`config.mk`:
```
export PLATFORM = sky130hd
export DESIGN_NAME = wb_lsu
export DESIGN_NICKNAME = d
export VERILOG_FILES = /design/src/rtl/wb_lsu_pkg.sv /design/src/rtl/wb_lsu_lane.sv /design/src/rtl/wb_lsu.sv
export SDC_FILE = /design/constraint.sdc
export NUM_CORES = 1
export LEC_CHECK = 0
export CAP_MARGIN = 20
export CELL_PAD_IN_SITES_DETAIL_PLACEMENT = 0
export CELL_PAD_IN_SITES_GLOBAL_PLACEMENT = 1
export CORE_MARGIN = 2
export CORE_UTILIZATION = 34
export DETAILED_ROUTE_END_ITERATION = 16
export GPL_TIMING_DRIVEN = 0
export PLACE_DENSITY = 0.81
export SLEW_MARGIN = 20
export SYNTH_ARGS = -nofsm -noshare
export SYNTH_HDL_FRONTEND = slang
export SYNTH_SLANG_ARGS = --single-unit
```
`constraint.sdc`:
```
create_clock -name clk_i -period 2.7 [get_ports clk_i]
set_input_delay 0.54 -clock clk_i [delete_from_list [all_inputs] [get_ports clk_i]]
set_output_delay 0.54 -clock clk_i [all_outputs]
set_load 0.02 [all_outputs]
```
`src/rtl/wb_lsu_pkg.sv`:
```
// Shared encodings for the Wishbone load/store unit: access sizes, response causes
// and controller state values.
package wb_lsu_pkg;

  localparam logic [1:0] SIZE_B = 2'd0;
  localparam logic [1:0] SIZE_H = 2'd1;
  localparam logic [1:0] SIZE_W = 2'd2;
  localparam logic [1:0] SIZE_D = 2'd3;

  localparam logic [1:0] CAUSE_OK       = 2'd0;
  localparam logic [1:0] CAUSE_MISALIGN = 2'd1;
  localparam logic [1:0] CAUSE_BUSERR   = 2'd2;
  localparam logic [1:0] CAUSE_TIMEOUT  = 2'd3;

  localparam logic [1:0] StIdle    = 2'd0;
  localparam logic [1:0] StBus     = 2'd1;
  localparam logic [1:0] StBackoff = 2'd2;
  localparam logic [1:0] StResp    = 2'd3;

endpackage

```
`src/rtl/wb_lsu_lane.sv`:
```
// Byte-lane steering: places store data and byte selects at the address offset, and
// extracts and sign/zero-extends a load result from the bus word.
module wb_lsu_lane
  import wb_lsu_pkg::*;
#(
  parameter int unsigned DATA_WIDTH = 32,
  localparam int unsigned SEL_W = DATA_WIDTH / 8,
  localparam int unsigned OFF_W = $clog2(SEL_W)
) (
  input  logic [1:0]            size_i,
  input  logic                  unsigned_i,
  input  logic [OFF_W-1:0]      offset_i,
  input  logic [DATA_WIDTH-1:0] wdata_i,
  input  logic [DATA_WIDTH-1:0] rdata_i,
  output logic [DATA_WIDTH-1:0] st_data_o,
  output logic [SEL_W-1:0]      st_sel_o,
  output logic [DATA_WIDTH-1:0] ld_data_o
);

  int unsigned           nbytes;
  logic [SEL_W-1:0]      byte_en;
  logic [DATA_WIDTH-1:0] shifted;
  logic [DATA_WIDTH-1:0] keep;
  logic                  sign;

  always_comb begin
    nbytes = 32'd1 << size_i;
    for (int unsigned i = 0; i < SEL_W; i++) begin
      byte_en[i] = (i < nbytes);
    end
    st_sel_o  = byte_en << offset_i;
    st_data_o = wdata_i << {offset_i, 3'b000};

    shifted = rdata_i >> {offset_i, 3'b000};
    for (int unsigned i = 0; i < DATA_WIDTH; i++) begin
      keep[i] = (i < 8 * nbytes);
    end
    unique case (size_i)
      SIZE_B:  sign = shifted[7];
      SIZE_H:  sign = shifted[15];
      SIZE_W:  sign = shifted[31];
      default: sign = shifted[DATA_WIDTH-1];
    endcase
    // Bits above the accessed field are filled with the sign for signed loads.
    ld_data_o = (shifted & keep) | ({DATA_WIDTH{sign & ~unsigned_i}} & ~keep);
  end

endmodule

```
`src/rtl/wb_lsu.sv`:
```
// Wishbone load/store master with misalignment trapping, bounded rty_i retries,
// err_i reporting and a per-attempt termination timeout.
module wb_lsu
  import wb_lsu_pkg::*;
#(
  parameter int unsigned DATA_WIDTH     = 32,
  parameter int unsigned ADDR_WIDTH     = 32,
  parameter int unsigned MAX_RETRY      = 3,
  parameter int unsigned TIMEOUT_CYCLES = 255,
  localparam int unsigned SEL_W = DATA_WIDTH / 8
) (
  input  logic                  clk_i,
  input  logic                  rst_ni,
  input  logic                  req_valid_i,
  output logic                  req_ready_o,
  input  logic                  req_we_i,
  input  logic [1:0]            req_size_i,
  input  logic                  req_unsigned_i,
  input  logic [ADDR_WIDTH-1:0] req_addr_i,
  input  logic [DATA_WIDTH-1:0] req_wdata_i,
  output logic                  rsp_valid_o,
  output logic [DATA_WIDTH-1:0] rsp_rdata_o,
  output logic [1:0]            rsp_cause_o,
  input  logic [DATA_WIDTH-1:0] dat_i,
  output logic [DATA_WIDTH-1:0] dat_o,
  input  logic                  ack_i,
  input  logic                  err_i,
  input  logic                  rty_i,
  output logic                  stb_o,
  output logic                  cyc_o,
  output logic                  we_o,
  output logic [ADDR_WIDTH-1:0] adr_o,
  output logic [SEL_W-1:0]      sel_o
);

  localparam int unsigned OFF_W = $clog2(SEL_W);
  localparam int unsigned RW    = $clog2(MAX_RETRY + 2);
  localparam int unsigned TW    = $clog2(TIMEOUT_CYCLES + 2);

  logic [1:0]            state_q, state_d;
  logic [1:0]            size_q, size_d;
  logic                  uns_q, uns_d;
  logic [OFF_W-1:0]      off_q, off_d;
  logic [RW-1:0]         retry_q, retry_d;
  logic [TW-1:0]         timer_q, timer_d;
  logic                  cyc_q, cyc_d;
  logic                  we_q, we_d;
  logic [ADDR_WIDTH-1:0] adr_q, adr_d;
  logic [SEL_W-1:0]      sel_q, sel_d;
  logic [DATA_WIDTH-1:0] dat_q, dat_d;
  logic                  rsp_valid_q, rsp_valid_d;
  logic [DATA_WIDTH-1:0] rdata_q, rdata_d;
  logic [1:0]            cause_q, cause_d;

  logic                  misalign;
  logic                  fin;
  logic [1:0]            fin_cause;
  logic [DATA_WIDTH-1:0] fin_rdata;
  logic [1:0]            lane_size;
  logic [OFF_W-1:0]      lane_off;
  logic [DATA_WIDTH-1:0] lane_st_data;
  logic [SEL_W-1:0]      lane_st_sel;
  logic [DATA_WIDTH-1:0] lane_ld_data;

  // The lane steers the incoming request while idle and the latched one afterwards.
  assign lane_size = (state_q == StIdle) ? req_size_i : size_q;
  assign lane_off  = (state_q == StIdle) ? req_addr_i[OFF_W-1:0] : off_q;

  wb_lsu_lane #(
    .DATA_WIDTH (DATA_WIDTH)
  ) u_lane (
    .size_i     (lane_size),
    .unsigned_i (uns_q),
    .offset_i   (lane_off),
    .wdata_i    (req_wdata_i),
    .rdata_i    (dat_i),
    .st_data_o  (lane_st_data),
    .st_sel_o   (lane_st_sel),
    .ld_data_o  (lane_ld_data)
  );

  always_comb begin
    unique case (req_size_i)
      SIZE_B:  misalign = 1'b0;
      SIZE_H:  misalign = req_addr_i[0];
      SIZE_W:  misalign = |req_addr_i[1:0];
      default: misalign = (DATA_WIDTH == 32) || (|req_addr_i[2:0]);
    endcase
  end

  always_comb begin
    state_d     = state_q;
    size_d      = size_q;
    uns_d       = uns_q;
    off_d       = off_q;
    retry_d     = retry_q;
    timer_d     = timer_q;
    cyc_d       = cyc_q;
    we_d        = we_q;
    adr_d       = adr_q;
    sel_d       = sel_q;
    dat_d       = dat_q;
    rsp_valid_d = 1'b0;
    rdata_d     = rdata_q;
    cause_d     = cause_q;
    fin         = 1'b0;
    fin_cause   = CAUSE_OK;
    fin_rdata   = '0;

    case (state_q)
      StIdle: begin
        if (req_valid_i) begin
          size_d  = req_size_i;
          uns_d   = req_unsigned_i;
          off_d   = req_addr_i[OFF_W-1:0];
          retry_d = '0;
          timer_d = '0;
          if (misalign) begin
            fin       = 1'b1;
            fin_cause = CAUSE_MISALIGN;
          end else begin
            state_d = StBus;
            cyc_d   = 1'b1;
            we_d    = req_we_i;
            adr_d   = req_addr_i & ~ADDR_WIDTH'(SEL_W - 1);
            sel_d   = req_we_i ? lane_st_sel : '1;
            dat_d   = req_we_i ? lane_st_data : '0;
          end
        end
      end
      StBus: begin
        if (ack_i) begin
          fin       = 1'b1;
          fin_rdata = we_q ? '0 : lane_ld_data;
        end else if (err_i) begin
          fin       = 1'b1;
          fin_cause = CAUSE_BUSERR;
        end else if (rty_i) begin
          if (retry_q < RW'(MAX_RETRY)) begin
            state_d = StBackoff;
            cyc_d   = 1'b0;
            retry_d = retry_q + 1'b1;
          end else begin
            fin       = 1'b1;
            fin_cause = CAUSE_BUSERR;
          end
        end else if (TIMEOUT_CYCLES != 0) begin
          if (timer_q == TW'(TIMEOUT_CYCLES - 1)) begin
            fin       = 1'b1;
            fin_cause = CAUSE_TIMEOUT;
          end else begin
            timer_d = timer_q + 1'b1;
          end
        end
      end
      StBackoff: begin
        state_d = StBus;
        cyc_d   = 1'b1;
        timer_d = '0;
      end
      default: state_d = StIdle;
    endcase

    if (fin) begin
      state_d     = StResp;
      cyc_d       = 1'b0;
      we_d        = 1'b0;
      rsp_valid_d = 1'b1;
      cause_d     = fin_cause;
      rdata_d     = fin_rdata;
    end
  end

  always_ff @(posedge clk_i or negedge rst_ni) begin
    if (!rst_ni) begin
      state_q     <= StIdle;
      size_q      <= SIZE_B;
      uns_q       <= 1'b0;
      off_q       <= '0;
      retry_q     <= '0;
      timer_q     <= '0;
      cyc_q       <= 1'b0;
      we_q        <= 1'b0;
      adr_q       <= '0;
      sel_q       <= '0;
      dat_q       <= '0;
      rsp_valid_q <= 1'b0;
      rdata_q     <= '0;
      cause_q     <= CAUSE_OK;
    end else begin
      state_q     <= state_d;
      size_q      <= size_d;
      uns_q       <= uns_d;
      off_q       <= off_d;
      retry_q     <= retry_d;
      timer_q     <= timer_d;
      cyc_q       <= cyc_d;
      we_q        <= we_d;
      adr_q       <= adr_d;
      sel_q       <= sel_d;
      dat_q       <= dat_d;
      rsp_valid_q <= rsp_valid_d;
      rdata_q     <= rdata_d;
      cause_q     <= cause_d;
    end
  end

  assign req_ready_o = (state_q == StIdle);
  assign cyc_o       = cyc_q;
  assign stb_o       = cyc_q;
  assign we_o        = we_q;
  assign adr_o       = adr_q;
  assign sel_o       = sel_q;
  assign dat_o       = dat_q;
  assign rsp_valid_o = rsp_valid_q;
  assign rsp_rdata_o = rdata_q;
  assign rsp_cause_o = cause_q;

endmodule

```
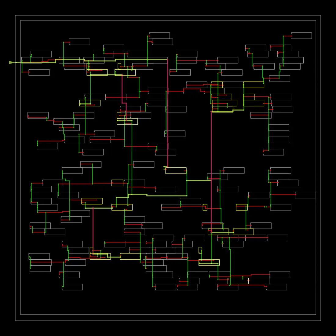
*Clock nets, run 1*
Max Clock Skew: 0.007353 ns
number of sequential storage elements: 122
clock sink count: 122
clock latency reported for the late side of the worst-skew pair: 0.41 ns
total clock buffers created by CTS: 17

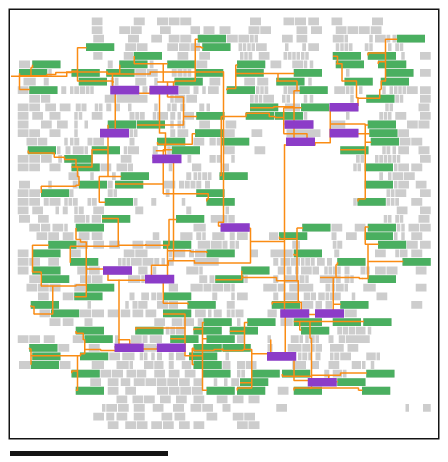
*Clock network drawn from the DEF, run 1*
Bar = 50 um.
[purple] cells driving clock nets | count: 17
[green] flip-flops | count: 122
[orange] clock wires | length: 1720 um
flops lie: spread over the die
routed clock nets: 18
Clock power frac: 0.201
clk pwr: 2.10 mW

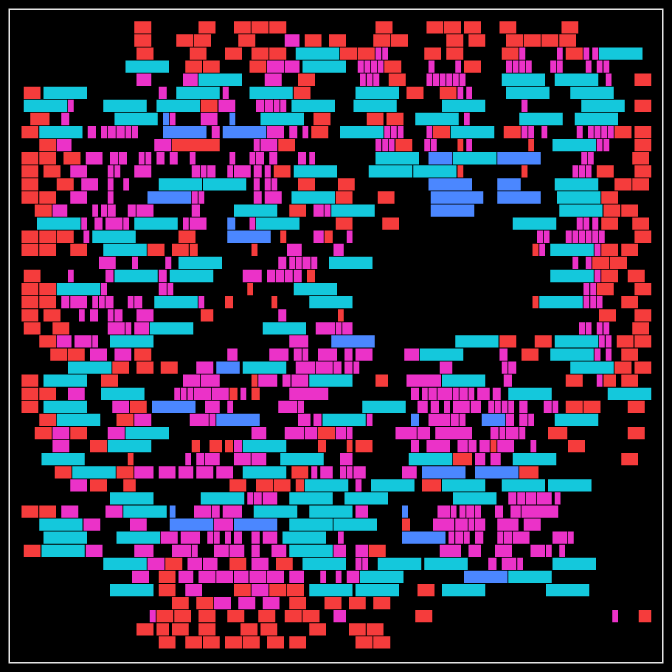
*Cell classes on the final placement, run 1*
[cyan] flip-flops | cells: 122 | share of their area: 36%
[magenta] all other logic | cells: 432 | share of their area: 31%
[blue] clock drivers and dummy loads | cells: 28 | share of their area: 6.3%
[red] other buffers and delay cells | cells: 248 | share of their area: 27%
post-route core utilization: 0.5169
share of the final layout cell area in sequential cells: 0.3451

==> summary.txt, run 1 <==
Implementation results

Leaving out the clock tree, the finished layout contains an inverter count of 7. The number of inserted filler cells in the final layout is 1518. For this run, global-route usage on met2 was measured as 0.3179. The initial antenna violation count is 0. The post-route cell area is 0.008847 mm2. Power attributed to combinational cells is 5.34 mW. The classification of the worst-slack hold path is in -> async. The top cell type by total area after synthesis is sky130_fd_sc_hd__dfrtp_1. The report lists the number of standard-cell rows as 48. The post-synth area from yosys stat is 0.005883 mm2. The final-layout clock buffer total is 25. After detailed placement, the total cell area comes to 0.008299 mm2. The sequential cell area fraction in the yosys report is 0.5189.

Per the slew report, the remaining headroom to the max-slew limit stands at 0.5455. The wire length of the first global-routing pass is 28910 um. The die is 135.5 um wide.

The total congestion overflow is 0. The run finished with clean final reports. Once iteration 0 of detailed routing completed, the report listed 377 DRC markers. The power dissipated in sequential cells is 3.01 mW. The worst VDD IR drop from the latest analysis is 0.5275 mV. The top-area cell type share of the netlist area is 0.5189. After layout, the worst setup slack is 0.1113 ns. The final weighted congestion recorded by global placement is 0.8529. The proportion of register bits with asynchronous set or reset after synthesis is 1.000. The highest metal layer with signal wires is met4. The flow measured a signed area growth from synthesis to layout of 50.38%. The worst setup timing slack at the placement stage is -0.4234 ns.

The post-route setup TNS is 0 ns. The kind of launch point of the worst setup path is an input pin. The synthesis run shows the most used standard cells to be sky130_fd_sc_hd__nand2_1, sky130_fd_sc_hd__dfrtp_1, sky130_fd_sc_hd__o21ai_0. Looking at the max-slew report, the worst-margin pin has a slew of 0.6818 ns.

The met2 wire length is 8694 um. The die span in y is 135.5 um. In this run, the synthesized area fraction spent on adder and majority cells is recorded as 0.006380. STA shows the worst reg2reg path with a cell count of 8. The worst path arrival time is 2.93 ns.

The master cell of the clock root buffer is sky130_fd_sc_hd__clkbuf_16. Counting flops with a built-in enable in the synthesized netlist gives 0. The element type at the critical path end is a flop. The number of buffers inserted by hold repair at cts is 0.

The worst path in the final design needs a cycle of 2.589 ns, including I/O delays and setup. Per the final report, max-transition violations number 0. The post-synthesis mux area share is 0.09549. The floorplan report gives the top-level pin count as 213. Per the detailed-route log, wirelength across all metal layers totals 18690 um. The routed via count is 5432. The cell sequence reported for the critical path is clkdlybuf4s50_1 > clkbuf_1 > nor3b_2 > nand2_1 > nor2_1 > a221o_1.

The standby leakage power is 3.962 nW. The cell area after synthesis is 0.005883 mm2.
--- run 2 (diff from run 1) ---
--- a/constraint.sdc
+++ b/constraint.sdc
@@ -3,2 +3,2 @@
 set_output_delay 0.54 -clock clk_i [all_outputs]
-set_load 0.02 [all_outputs]
+set_load 0.005 [all_outputs]
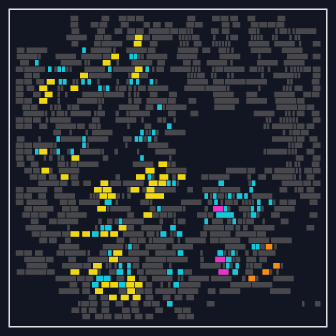
*Gate families picked out, run 2*
[magenta] adder and majority cells | cells: 3
[cyan] inverting AOI/OAI gates | cells: 85
[yellow] multiplexers | cells: 53
[orange] XOR/XNOR gates | cells: 4 | where: south-east
most common logic cell in the routed design: sky130_fd_sc_hd__clkdlybuf4s50_1
final instance count without filler cells: 1055

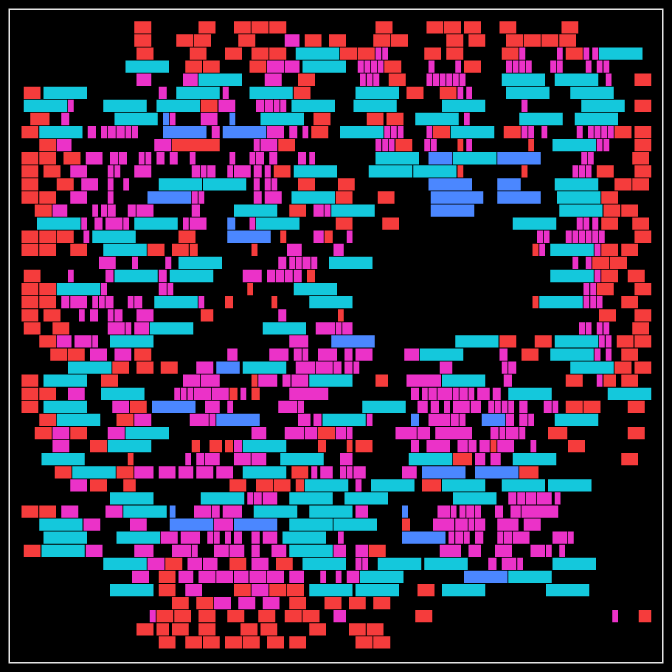
*Cell classes on the final placement, run 2*
Row Count: 48
placeable core region: 0.01712 mm2
cell area after layout: 0.008847 mm2

==> run 2 against run 1 <==
Effect of this change: worst setup slack did not move; area after synthesis unchanged; flip-flop count unchanged; die area is the same; sequential share of layout area unchanged; first-iteration DRC count unchanged; non-clock buffer count did not move; final cell count unchanged; critical path type unchanged; largest cell class unchanged; largest power group unchanged; highest routed layer unchanged.
==> summary.txt, run 2 <==
Implementation results

The run finished with clean final reports. The global-route met2 utilization is 0.3179 (unchanged). The initial antenna violation count is 0 (unchanged). The area share of fa/ha/maj cells after synthesis is 0.006380 (unchanged). The worst setup timing slack at the placement stage came to -0.4234 ns (unchanged). The layout sequential cell count is 122 (unchanged). The depth of the worst register-to-register path is 8 (unchanged). The sequential share of cell area was 0.3451 (unchanged).

The sink count of the clock tree was 122 (unchanged). The top-area cell type share of the netlist area was 0.5189 (unchanged). The worst-case setup margin in the final layout came to 0.1113 ns (unchanged). According to the hold report, the worst path is of the in -> async type. The routed via count was 5432 (unchanged). The worst slew slack as a fraction of its limit was 0.5455 (unchanged).

The area after detailed placement came to 0.008299 mm2 (unchanged). The number of inserted filler cells in the final layout came to 1518 (unchanged). Per the synthesis report, the dominant area consumer among library cells is sky130_fd_sc_hd__dfrtp_1. The area added between synthesis and finish was 50.38% (unchanged). The post-route setup TNS came to 0 ns (unchanged). The count of routing violations after the opening detailed-route iteration is 377 (unchanged).

The final period demand of the worst path is 2.589 ns (unchanged). The die span in y is 135.5 um (unchanged). The worst setup path is launched from an input pin. The worst path arrival time came to 2.93 ns (about the same). The power dissipated in sequential cells came to 3.01 mW (about the same). The worst-case clock skew is 0.007353 ns (unchanged). The met2 wire length is 8694 um (unchanged).

Signal nets in the final route climb as high as met4. The aggregate routed wire length is 18690 um (unchanged). The tree is rooted in a sky130_fd_sc_hd__clkbuf_16.

The clock network power is 2.10 mW (about the same). The wire length of the first global-routing pass is 28910 um (unchanged). The final-layout clock buffer total is 25 (unchanged). The sequential cell area fraction in the yosys report is 0.5189 (unchanged). The count of flip-flops with a built-in enable after synthesis is 0 (unchanged). The number of buffers created by CTS came to 17 (unchanged). The element type at the critical path end is a flop. The standby leakage power is 3.962 nW (unchanged).

The power in combinational cells was 4.59 mW (-14%). The post-synth area from yosys stat is 0.005883 mm2 (unchanged). The commonest cells after synthesis are sky130_fd_sc_hd__nand2_1, sky130_fd_sc_hd__dfrtp_1, sky130_fd_sc_hd__o21ai_0. The transition time of the tightest slew-check pin is 0.6818 ns (unchanged). The number of logic inverters in the finished layout is 7 (unchanged). The cell area after synthesis is 0.005883 mm2 (unchanged).

The number of buffers inserted by hold repair at cts is 0 (unchanged). The report lists the cells along the critical path as clkdlybuf4s50_1 > clkbuf_1 > nor3b_2 > nand2_1 > nor2_1 > a221o_1. The peak supply drop is 0.5233 mV (-0.79%). The horizontal die dimension is 135.5 um (unchanged).
Power is estimated from default activity; no workload was simulated.
